File: src/rtl/ppe_pkg.sv
// Shared packet layout, opcodes and widths for the stream partial processing element.
package ppe_pkg;

  localparam int unsigned ADDR_MSB        = 32;
  localparam int unsigned ADDR_LSB        = 29;
  localparam int unsigned OP_MSB          = 28;
  localparam int unsigned OP_LSB          = 25;
  localparam int unsigned DATA_MSB        = 24;

  localparam int unsigned PKT_W           = 33;
  localparam int unsigned WEIGHT_W        = 8;
  localparam int unsigned PSUM_W          = 13;
  localparam int unsigned WEIGHTS_PER_PKT = 3;

  localparam logic [3:0] OP_WEIGHT   = 4'd0;
  localparam logic [3:0] OP_INPUT    = 4'd1;
  localparam logic [3:0] OP_PSUM     = 4'd2;
  localparam logic [3:0] OP_TIMESTEP = 4'd15;

  typedef struct packed {
    logic [ADDR_MSB-ADDR_LSB:0] addr;
    logic [OP_MSB-OP_LSB:0]     opcode;
    logic [DATA_MSB:0]          data;
  } packet_t;

  function automatic packet_t make_pkt(input logic [3:0] addr, input logic [3:0] opcode,
                                       input logic [DATA_MSB:0] data);
    packet_t p;
    p.addr   = addr;
    p.opcode = opcode;
    p.data   = data;
    return p;
  endfunction

endpackage

File: src/rtl/ppe_col_mac.sv
// One output column: sum of the weights whose aligned spike bit is set.
module ppe_col_mac
  import ppe_pkg::*;
#(
  parameter int unsigned FILTER_W = 5
) (
  input  logic [FILTER_W-1:0]               spk,
  input  logic [FILTER_W-1:0][WEIGHT_W-1:0] w,
  output logic [PSUM_W-1:0]                 psum
);

  always_comb begin
    psum = '0;
    for (int k = 0; k < int'(FILTER_W); k++) begin
      if (spk[k]) psum = psum + PSUM_W'(w[k]);
    end
  end

endmodule

File: src/rtl/ppe_stream.sv
// Stream partial processing element: loads a filter row, convolves spike rows
// against it and emits one psum packet per output column over valid/ready.
module ppe_stream
  import ppe_pkg::*;
#(
  parameter logic [3:0]  MY_ADDR   = 4'd5,
  parameter logic [3:0]  DEST_ADDR = 4'd6,
  parameter int unsigned FILTER_W  = 5,
  parameter int unsigned IFMAP_W   = 25,
  parameter bit          SKIP_ZERO = 1'b0
) (
  input  logic             clk,
  input  logic             rst,
  input  logic             in_valid,
  output logic             in_ready,
  input  logic [PKT_W-1:0] in_data,
  output logic             out_valid,
  input  logic             out_ready,
  output logic [PKT_W-1:0] out_data,
  output logic             weights_loaded,
  output logic [7:0]       drop_cnt,
  output logic             err_no_weights
);

  localparam int unsigned OUT_W = IFMAP_W - FILTER_W + 1;

  localparam logic [1:0] IDLE    = 2'd0;
  localparam logic [1:0] COMPUTE = 2'd1;
  localparam logic [1:0] TS_SEND = 2'd2;

  logic [1:0]                        state_q, state_d;
  logic                              rdy_q, rdy_d;
  logic [FILTER_W-1:0][WEIGHT_W-1:0] w_q, w_d;
  logic [4:0]                        wptr_q, wptr_d;
  logic                              wl_q, wl_d;
  logic [IFMAP_W-1:0]                spikes_q, spikes_d;
  logic [4:0]                        col_q, col_d;
  logic [3:0]                        row_q, row_d;
  logic                              ov_q, ov_d;
  packet_t                           od_q, od_d;
  logic [7:0]                        drop_q, drop_d;
  logic                              err_q, err_d;

  logic [3:0]          in_addr;
  logic [3:0]          in_op;
  logic [DATA_MSB:0]   in_pl;
  logic                accept;
  logic                out_free;
  logic                op_legal;
  logic [5:0]          nptr;
  logic [FILTER_W-1:0] win;
  logic [PSUM_W-1:0]   psum;

  assign in_addr  = in_data[ADDR_MSB:ADDR_LSB];
  assign in_op    = in_data[OP_MSB:OP_LSB];
  assign in_pl    = in_data[DATA_MSB:0];
  assign accept   = in_valid && rdy_q;
  assign out_free = !ov_q || out_ready;
  assign op_legal = (in_op == OP_WEIGHT) || (in_op == OP_INPUT) || (in_op == OP_TIMESTEP);
  assign nptr     = 6'(wptr_q) + 6'(WEIGHTS_PER_PKT);
  assign win      = FILTER_W'(spikes_q >> col_q);

  ppe_col_mac #(.FILTER_W(FILTER_W)) u_mac (
    .spk  (win),
    .w    (w_q),
    .psum (psum)
  );

  // Next-state, datapath and output register update.
  always_comb begin
    state_d  = state_q;
    w_d      = w_q;
    wptr_d   = wptr_q;
    wl_d     = wl_q;
    spikes_d = spikes_q;
    col_d    = col_q;
    row_d    = row_q;
    ov_d     = ov_q && !out_ready;
    od_d     = od_q;
    drop_d   = drop_q;
    err_d    = 1'b0;

    case (state_q)
      IDLE: begin
        if (accept) begin
          if ((in_addr != MY_ADDR) || !op_legal) begin
            if (drop_q != 8'hFF) drop_d = drop_q + 8'd1;
          end else if (in_op == OP_WEIGHT) begin
            if (wptr_q == 5'd0) wl_d = 1'b0;
            for (int k = 0; k < int'(FILTER_W); k++) begin
              for (int i = 0; i < int'(WEIGHTS_PER_PKT); i++) begin
                if (int'(wptr_q) + i == k) w_d[k] = in_pl[8*i +: 8];
              end
            end
            if (nptr >= 6'(FILTER_W)) begin
              wl_d   = 1'b1;
              wptr_d = 5'd0;
            end else begin
              wptr_d = 5'(nptr);
            end
          end else if (in_op == OP_INPUT) begin
            if (!wl_q) begin
              err_d = 1'b1;
            end else begin
              spikes_d = in_pl[IFMAP_W-1:0];
              col_d    = 5'd0;
              state_d  = COMPUTE;
            end
          end else begin
            state_d = TS_SEND;
          end
        end
      end

      COMPUTE: begin
        if (out_free) begin
          if (!SKIP_ZERO || (psum != '0)) begin
            ov_d = 1'b1;
            od_d = make_pkt(DEST_ADDR, OP_PSUM, {row_q, col_q, 16'(psum)});
          end
          col_d = col_q + 5'd1;
          if (col_q == 5'(OUT_W - 1)) begin
            row_d   = row_q + 4'd1;
            state_d = IDLE;
          end
        end
      end

      TS_SEND: begin
        if (out_free) begin
          ov_d    = 1'b1;
          od_d    = make_pkt(DEST_ADDR, OP_TIMESTEP, 25'd0);
          row_d   = 4'd0;
          state_d = IDLE;
        end
      end

      default: state_d = IDLE;
    endcase

    rdy_d = (state_d == IDLE);
  end

  // Reset discards weights and aborts any row in flight.
  always_ff @(posedge clk) begin
    if (rst) begin
      state_q  <= IDLE;
      rdy_q    <= 1'b0;
      w_q      <= '0;
      wptr_q   <= 5'd0;
      wl_q     <= 1'b0;
      spikes_q <= '0;
      col_q    <= 5'd0;
      row_q    <= 4'd0;
      ov_q     <= 1'b0;
      od_q     <= '0;
      drop_q   <= 8'd0;
      err_q    <= 1'b0;
    end else begin
      state_q  <= state_d;
      rdy_q    <= rdy_d;
      w_q      <= w_d;
      wptr_q   <= wptr_d;
      wl_q     <= wl_d;
      spikes_q <= spikes_d;
      col_q    <= col_d;
      row_q    <= row_d;
      ov_q     <= ov_d;
      od_q     <= od_d;
      drop_q   <= drop_d;
      err_q    <= err_d;
    end
  end

  assign in_ready       = rdy_q;
  assign out_valid      = ov_q;
  assign out_data       = od_q;
  assign weights_loaded = wl_q;
  assign drop_cnt       = drop_q;
  assign err_no_weights = err_q;

endmodule

File: config.mk
export PLATFORM = sky130hd
export DESIGN_NAME = ppe_stream
export DESIGN_NICKNAME = d
export VERILOG_FILES = /design/src/rtl/ppe_pkg.sv /design/src/rtl/ppe_col_mac.sv /design/src/rtl/ppe_stream.sv
export SDC_FILE = /design/constraint.sdc
export NUM_CORES = 1
export LEC_CHECK = 0
export ABC_AREA = 1
export CELL_PAD_IN_SITES_DETAIL_PLACEMENT = 1
export CELL_PAD_IN_SITES_GLOBAL_PLACEMENT = 1
export CORE_ASPECT_RATIO = 2
export CORE_MARGIN = 2
export CORE_UTILIZATION = 45
export DETAILED_ROUTE_END_ITERATION = 7
export GPL_TIMING_DRIVEN = 0
export PLACE_DENSITY = 0.95
export SLEW_MARGIN = 15
export SYNTH_ARGS = -nofsm -noshare
export SYNTH_HDL_FRONTEND = slang
export SYNTH_SLANG_ARGS = --single-unit
File: constraint.sdc
create_clock -name clk -period 16.9 [get_ports clk]
set_input_delay 2.535 -clock clk [delete_from_list [all_inputs] [get_ports clk]]
set_output_delay 2.535 -clock clk [all_outputs]
set_load 0.005 [all_outputs]
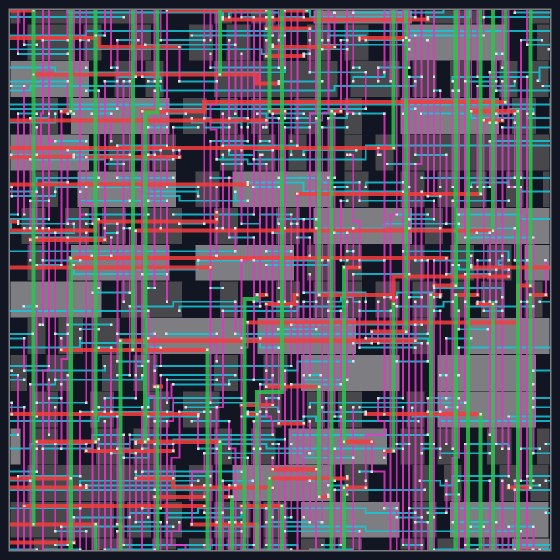
Figure 1: a small window of the routed layout.
Window x 30 to 70, y 78 to 118 um. Cells in gray, sequential cells in the stronger gray; small squares are vias.
- green: metal 4
- magenta: metal 2
- cyan: metal 1
- red: metal 3
- cells with their middle in the window: 124
- sequential cells in the window: 22
- most frequent: o21ai_0 (26), dfxtp_1 (22), a21oi_1 (21)
- netlist names of flops here include: w_q (15), spikes_q (7)

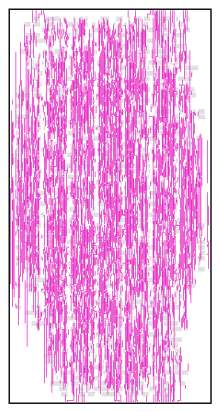
Figure 2: metal 2.
(2 px per um)
- share of all routed wire: 50%
- main direction: vertical
vias post-DR: 10101
Post-Route WL: 37920 um

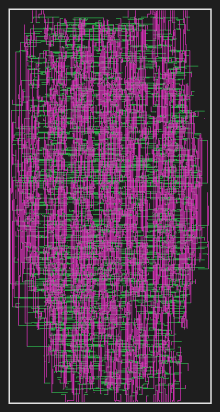
Figure 3: signal wires by layer.
(2 px per um) Only two layers are drawn.
- green: metal 1 (wire length 12200 um)
- magenta: metal 2 (wire length 19000 um)
all-layer global routing usage: 38.98%
WL/cell: 23.67 um

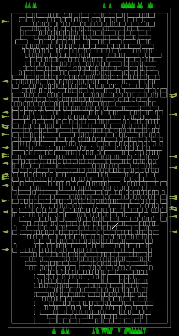
Figure 4: cell outlines without signal wires.
n_taps: 216
fraction of area in registers: 23.28%
Flop Count: 116
non-filler cells, final: 1602
Cell Rows: 70

==> deck_impl_summary.md <==
Implementation Results

Status
  – Outcome: complete, but fails checks
  – Failing checks: DRC

Synthesis
  – Mapped Cells: 1274
  – Post-Syn Area: 8314 um^2
  – Ys flops: 116
  – Yosys Warn Count: 0
  – Main synth FF type: dfxtp_1
  – Synth Seq Share: 27.93%
  – Largest cells by area: dfxtp_1, nand2_1, o21ai_0, a21oi_1, ha_1
  – Yosys Instances: 1274
  – Cell taking the most area after synthesis: dfxtp_1
  – Most instantiated library cell after synthesis: nand2_1
  – Unique masters post-synth: 56
  – Synth async-reset ratio: 0%
  – YS chip area: 8314 um^2
  – Avg Cell Area, Syn: 6.526 um^2
  – Synth top cells by count: nand2_1, o21ai_0, inv_1, a21oi_1, nor2_1
  – EDFF count, synth: 0
  – Top-area cell share: 27.93%

Drt
  – First-pass DRT Iterations: 8
  – Vias per std cell: 6.305
  – Detail Route Antenna Nets: 0
  – DRC errors left: 2
  – 1st-iter DRT viols: 768

Worst setup path
  – Worst setup EP type: register
  – CP Data Arrival Time: 7.30 ns
  – Crit-path slowest cell: dfxtp_1
  – WS Path Type: register to register
  – CP peak stage delay: 0.50 ns
  – CP Launch Type: register
  – CP dominant cell by count: nor2_1
  – Crit path DRT: 17.20 ns
  – Critical path fanouts, max: 10

Final timing
  – Setup ws final: 9.901 ns
  – Cycle use final: 41.41%
  – Max-slew violations: 0
  – Worst Tran Pin Value: 0.9364 ns
  – Clk_skew: 0.009090 ns
  – Max Fclk: 142.9 MHz
  – Setup TNS: 0 ns
  – Hold Violations, Final: 0
  – Final setup fails: 0
  – RSZ-0062 raised after global routing: false
  – Final Critical Period: 6.999 ns
  – Slew headroom: 37.57%

Clock network
  – Post-CTS Resized: 0
  – TritonCTS clock tree: yes
  – Clk pin slew, worst setup/hold paths: 0.07 ns
  – Clock latency on the worst-skew pair: 0.43 ns
  – Clock root cell: clkbuf_16
  – Setup Buffers After CTS: 0
  – Post-CTS Hold Buffers: 0
  – H-tree levels: 4
  – Clock sink total: 116
  – Cts bufs inserted: 17
  – Maximum clock path buffer count: 2

Floorplanning
  – Fp_density: 45.64%
  – Io pins: 82
  – Die Area: 19650 um^2
  – CORE AREA: 18220 um^2
  – Chip width: 100.1 um
  – Vertical die size: 196.2 um

Placement
  – GP Congestion: 0.9468
  – Hpwl dp: 25680 um
  – Pre-CTS setup slack: 10.12 ns
  – Number of port buffers: 74

Power and ir drop
  – Leak: 4.171 nW
  – Worst vdd ir: 0.06726 mV
  – Total chip power: 0.7162 mW
  – Power per Cell Area: 71.78 nW/um^2

Global routing
  – Largest net degree at the start of global routing: 17
  – Global-route wire length before repair: 58790 um
  – Overflow left after global routing: 0
  – Vias in the first global route: 10960
  – Initial antenna violation count: 1

Layout
  – P&R area growth vs syn: 20.00%
  – Layout cells sized above 1: 8.448%
  – Fillcell total: 2440
  – Final nets: 1459

Worst hold path
  – HP Class: register to register

Job
  – Tool warnings: 37
  – Max-cap violations: 0
==> stage by stage <==
step / utilization (%) / cells / hold slack [ns] / cell area [um^2]
after global placement: 51.29 / 1569 / 0.4439 / 9344
after floorplan: - / 1279 / 0.4355 / 8333
final: 54.77 / 1602 / 0.4651 / 9977
after CTS: 54.75 / 1601 / 0.4661 / 9975
after detailed placement: 51.29 / 1569 / 0.4570 / 9344
after global routing: 54.77 / 1602 / 0.4823 / 9977
==> cell type report <==
class | instances | area (um^2) | area share [%]
Clock inverter | 15 | 205.2 | 2.057
Multi-Input combinational cell | 956 | 5142 | 51.54
Antenna cell | 1 | 2.502 | 0.02508
Clock buffer | 17 | 425.4 | 4.264
Buffer | 62 | 324.1 | 3.248
Sequential cell | 116 | 2322 | 23.28
Timing Repair Buffer | 74 | 740.7 | 7.424
Inverter | 145 | 544.3 | 5.455
Tap cell | 216 | 270.3 | 2.709
==> worst max-delay path: cells and delay by family (launching register included) <==
family,cells,cell delay (ns)
buf+inv,7,0.71
simple gates,18,2.20
fa+ha+maj,5,1.85
flops,1,0.50
compound gates,9,1.56
==> metal layers <==
metal	track usage, %	part of all wire, %
met2	67.72	50
met4	36.07	11
met3	7.731	6.9
met5	0	0
met1	37.51	32
==> registers in the layout, summed over array words and instances (netlist names), 2 cells and up <==
name      count
state_q       2
row_q         4
w_q          40
out_data     23
wptr_q        5
spikes_q     25
drop_cnt      8
col_q         5
==> cell usage in the layout (no fill, tap or decap), types with 34 or more instances in the layout <==
master	instances
nand2_1	268
o21ai_0	131
dfxtp_1	116
nor2_1	119
a21oi_1	124
nand3_1	70
ha_1	46
o211ai_1	34
inv_1	130
clkdlybuf4s50_1	74
==> final timing paths <==
path                                                start                   endpoint  slack, ns  depth (start not counted)
worst max register to register      col_q[0]$_SDFFE_PP0P_   out_data[9]$_SDFFE_PP0P_       9.90                         39
worst max-delay path                col_q[0]$_SDFFE_PP0P_   out_data[9]$_SDFFE_PP0P_       9.90                         39
worst min-delay path            out_data[11]$_SDFFE_PP0P_  out_data[11]$_SDFFE_PP0P_       0.47                          2
worst min register to register  out_data[11]$_SDFFE_PP0P_  out_data[11]$_SDFFE_PP0P_       0.47                          2
==> power breakdown <==
group	switching, mW	total, mW	internal [mW]	leakage (nW)
clock	0.155	0.403	0.248	0.300
combinational	0.0248	0.0388	0.0140	2.94
sequential	0.000618	0.275	0.274	0.935
total	0.180	0.716	0.536	4.17
==> logic make-up after synthesis <==
kind of cell    Yosys count  synth area share [%]
simple gates            531                 28.16
compound gates          356                 24.17
buf+inv                 207                 10.44
flops                   116                 27.93
fa+ha+maj                50                 7.886
xor+xnor                 13                 1.369
other cells               1               0.04510
Power and IR drop assume default switching activity.
